File: src/rtl/gtfraw_wrapper_syncer_bus_tx.sv
// Source-domain sender of a two-phase req/ack handshake: holds a word, toggles req_level, waits for ack_level.
// Optional WAIT_ACK timeout is enabled by defining GTFRAW_SYNCER_TX_TIMEOUT_EN.
module gtfraw_wrapper_syncer_bus_tx #(
  parameter int unsigned WIDTH          = 32,
  parameter logic        RESET_VALUE    = 1'b0,
  parameter int unsigned TIMEOUT_CYCLES = 1024
) (
  input  logic             clk,
  input  logic             reset,
  input  logic             in_valid,
  input  logic [WIDTH-1:0] in_data,
  output logic             in_ready,
  output logic [WIDTH-1:0] data_hold,
  output logic             req_level,
  input  logic             ack_level_in,
  output logic             busy,
  output logic             done,
  output logic             timeout_err
);

  typedef enum logic {IDLE, WAIT_ACK} state_t;

  state_t           state_q, state_d;
  logic             in_ready_d, busy_d, done_d, req_d;
  logic [WIDTH-1:0] data_d;
  logic             accept_c;

  (* ASYNC_REG = "TRUE" *) logic ack_meta;
  (* ASYNC_REG = "TRUE" *) logic ack_meta2;
  (* ASYNC_REG = "TRUE" *) logic ack_sync;

  assign accept_c = in_valid & in_ready;

  // Three-flop synchroniser for the far-domain ack toggle
  always_ff @(posedge clk or negedge reset) begin
    if (!reset) begin
      ack_meta  <= 1'b0;
      ack_meta2 <= 1'b0;
      ack_sync  <= 1'b0;
    end else begin
      ack_meta  <= ack_level_in;
      ack_meta2 <= ack_meta;
      ack_sync  <= ack_meta2;
    end
  end

`ifdef GTFRAW_SYNCER_TX_TIMEOUT_EN
  localparam int unsigned CNT_W = $clog2(TIMEOUT_CYCLES + 1);
  logic [CNT_W-1:0] cnt_q, cnt_d;
  logic             timeout_d;

  always_ff @(posedge clk or negedge reset) begin
    if (!reset) begin
      cnt_q       <= '0;
      timeout_err <= 1'b0;
    end else begin
      cnt_q       <= cnt_d;
      timeout_err <= timeout_d;
    end
  end
`else
  assign timeout_err = 1'b0;
`endif

  // State and registered outputs
  always_ff @(posedge clk or negedge reset) begin
    if (!reset) begin
      state_q   <= IDLE;
      in_ready  <= 1'b0;
      busy      <= 1'b0;
      done      <= 1'b0;
      req_level <= 1'b0;
      data_hold <= {WIDTH{RESET_VALUE}};
    end else begin
      state_q   <= state_d;
      in_ready  <= in_ready_d;
      busy      <= busy_d;
      done      <= done_d;
      req_level <= req_d;
      data_hold <= data_d;
    end
  end

  // Next-state and next-output logic
  always_comb begin
    state_d    = state_q;
    in_ready_d = in_ready;
    busy_d     = busy;
    done_d     = 1'b0;
    req_d      = req_level;
    data_d     = data_hold;
`ifdef GTFRAW_SYNCER_TX_TIMEOUT_EN
    cnt_d      = cnt_q;
    timeout_d  = 1'b0;
`endif
    case (state_q)
      IDLE: begin
        in_ready_d = 1'b1;
        busy_d     = 1'b0;
        if (accept_c) begin
          data_d     = in_data;
          req_d      = ~req_level;
          state_d    = WAIT_ACK;
          in_ready_d = 1'b0;
          busy_d     = 1'b1;
`ifdef GTFRAW_SYNCER_TX_TIMEOUT_EN
          cnt_d      = '0;
`endif
        end
      end
      WAIT_ACK: begin
        in_ready_d = 1'b0;
        busy_d     = 1'b1;
        if (ack_sync == req_level) begin
          state_d    = IDLE;
          done_d     = 1'b1;
          in_ready_d = 1'b1;
          busy_d     = 1'b0;
        end
`ifdef GTFRAW_SYNCER_TX_TIMEOUT_EN
        // A match on the limit edge takes priority over the timeout
        else if (cnt_q == CNT_W'(TIMEOUT_CYCLES - 1)) begin
          state_d    = IDLE;
          timeout_d  = 1'b1;
          in_ready_d = 1'b1;
          busy_d     = 1'b0;
        end else begin
          cnt_d = cnt_q + CNT_W'(1);
        end
`endif
      end
      default: state_d = IDLE;
    endcase
  end

endmodule

File: config.mk
export PLATFORM = sky130hd
export DESIGN_NAME = gtfraw_wrapper_syncer_bus_tx
export DESIGN_NICKNAME = d
export VERILOG_FILES = /design/src/rtl/gtfraw_wrapper_syncer_bus_tx.sv
export SDC_FILE = /design/constraint.sdc
export NUM_CORES = 1
export LEC_CHECK = 0
export CAP_MARGIN = 20
export CORE_ASPECT_RATIO = 0.8
export CORE_MARGIN = 3
export CORE_UTILIZATION = 42
export CTS_CLUSTER_SIZE = 40
export DETAILED_ROUTE_END_ITERATION = 10
export MAX_ROUTING_LAYER = met4
export PLACE_DENSITY_LB_ADDON = 0.05
export SLEW_MARGIN = 15
export SYNTH_ARGS = -nofsm -noshare
export SYNTH_HDL_FRONTEND = slang
export SYNTH_SLANG_ARGS = --single-unit
File: constraint.sdc
create_clock -name clk -period 2.1 [get_ports clk]
set_input_delay 0.21 -clock clk [delete_from_list [all_inputs] [get_ports clk]]
set_output_delay 0.21 -clock clk [all_outputs]
set_load 0.02 [all_outputs]
placement.png
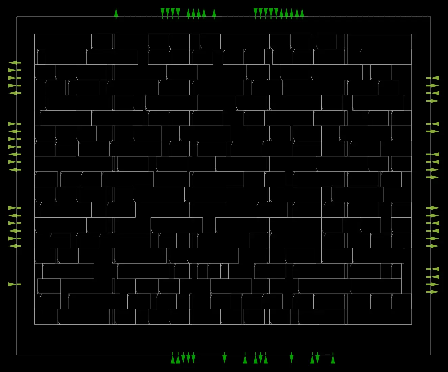
Layout Utilization: 0.682
Seq cells: 39
Tap Cells: 42

cell_density.png
The die is cut into 7 by 6 equal tiles; white is low, dark blue is high, 0 to 100% covered.
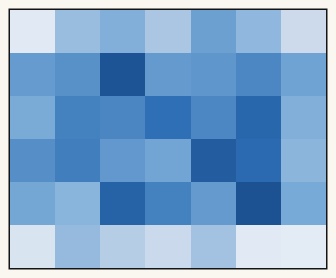
14% of the tiles are over 75% full. The fullest tile reaches 87%. The mean over all tiles is 52%.

==> impl_metrics.yaml <==
# yosys + openroad results
layout:
  area_delta_synth_final_pct: 53.4
  diodes: 0
  seq_share: 0.412
  bufAreaShareNonClock: 0.307
  clock_area_frac: 0.0370
  mostFrequentLayoutCell: "clkdlybuf4s50_1"
  drive_above_1_share: 0.266
  comb.multi_input.count: 39
  inv_count: 1
  seq_area_sq_um: 976
  clkbuf_count: 6
  fill_cells: 243
  layout_top_cells: "clkdlybuf4s50_1 (70), dfrtp_1 (39), mux2_4 (27), clkbuf_8 (6), mux2_2 (5)"
  largest_cell_class: "registers"
  finalNetCount: 194
global_routing:
  met2_usage: 0.207
  grt.met3_usage: 0.0504
  grt_use_met1: 0.187
  first_global_vias: 989
  grt_max_degree: 40
  grt.total_usage: 0.143
  grt.overflow.total: 0
  antenna_found_initial: 0
final_timing:
  setup_ws_ps: 588
  tns_ps: 0
  worstMarginPinSlew_ps: 824
  rsz0062_at_grt: "no"
  drv_slew: 0
  slew_headroom: 0.450
  fin_crit_ps: 1510
  timing.final.crit_share: 0.720
  fmax_ghz: 0.661
logic_synthesis:
  ys.flop_type: "dfrtp_1"
  postSynthCellCount: 83
  simple_gate_area_frac: 0.0170
  ys.flops: 39
  yosysTopAreaCellShare: 0.633
  yosysMostFrequentCell: "dfrtp_1"
  synthesis.nets: 119
  syn-cell-area_sq_mm: 0.00154
  synthArstFlopShare: 1.00
  yosys-top-cells-count: "dfrtp_1 (39), mux2_4 (27), mux2_2 (5)"
  seq_area_frac_synth: 0.633
  edf_count: 0
  ys_top_logic_family: "multiplexers"
  yosysChipArea_sq_mm: 0.00154
  fa_ha_area_frac: 0
  top_area_cell: "dfrtp_1"
  synth.area.top_cells: "dfrtp_1 (63%), mux2_4 (26%), mux2_2 (3.6%), buf_6 (2.2%), nand3b_4 (1.3%)"
  synth-xor-area-share: 0.0114
worst_setup_path:
  reg2reg_from: "state_q"
  cp_slowest_cell: "clkdlybuf4s50_1"
  crit_end: "req_level"
  critical_path_arrival_ps: 1300
  crit_path_max_incr_delay_ps: 620
  crit_chain: "clkdlybuf4s50_1"
  crit_cells: 1
  path_buffers: 1
  ff2ff_setup_slack_ps: 680
  cp_data_required_time_ps: 1890
  r2r_cells: 3
  crit_family: "buffers and inverters"
  rr_endpoint: "data_hold[9]"
  crit_path_start_kind: "register"
  worstSetupPathType: "register to output pin"
clock_network:
  cts_resized: 0
  cts_max_path_buffers: 2
  cts_tree: "built"
  postCtsSetupBuffers: 0
  htree_levels: 2
  cts_buffers: 5
  insertion_delay_ps: 270
detailed_routing:
  firstDrtPassIters: 2
  drc: 0
  routed-wl-met3_um: 243
  wl_met2_um: 1380
  wl_um: 2880
  wl_met1_um: 1240
place:
  placed_cells: 193
  pre_cts_ws_ps: 414
  gp_congestion: 0.654
pwr:
  peakVddDrop_mv: 0.854
status:
  outcome: "finished clean"
floorplanning:
  die_h_um: 60.2
  die-area_sq_mm: 0.00444
  num_rows: 19
layer_met3.png
Scale bar: 20 um.
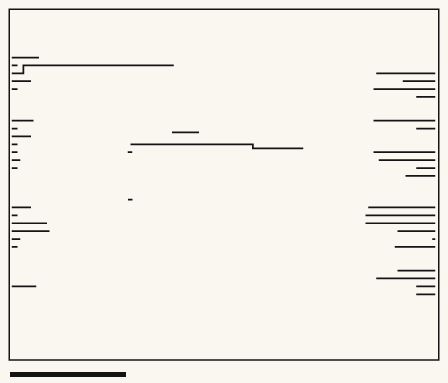
The layer carries 244 um of wire. The wires run mostly horizontal. The layer holds 8.5% of the routed length. The longest straight run is 25.8 um. 40 nets have wire on it.

placement_by_type.png
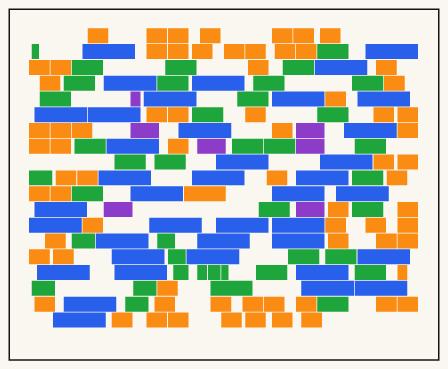
sequential cells: marked blue, cells 39, share of their area 42%. remaining buffers and delay cells: marked orange, cells 72, share of their area 31%. clock drivers and dummy loads: marked purple, cells 7, share of their area 3.8%. combinational and other logic: marked green, cells 40, share of their area 23%.

[through the flow]
stage | hold slack, ps | instance area [sq um] | power (W)
6_report | 24.9 | 2370 | 0.00382
4_1_cts | 49.8 | 2370 | 0.00388
5_1_grt | 84.9 | 2370 | 0.00403
3_5_place_dp | 336 | 2280 | 0.00337
2_1_floorplan | -85.6 | 1540 | 0.00248
3_3_place_gp | 336 | 2280 | 0.00333
[state kept, by name, indices dropped and copies added, names as in the netlist]
signal / cells
req_level: 1
in_ready: 1
data_hold: 32
ack_meta: 1
ack_meta2: 1
state_q: 1
ack_sync: 1
done: 1
[report_power, final]
part / internal [W] / leakage [nW] / switching (W) / total, W
Clock: 0.000257 / 0.0470 / 0.000232 / 0.000489
Combinational: 0.00119 / 0.584 / 0.000827 / 0.00201
Sequential: 0.00111 / 0.459 / 0.000206 / 0.00132
Power and IR drop assume default switching activity.
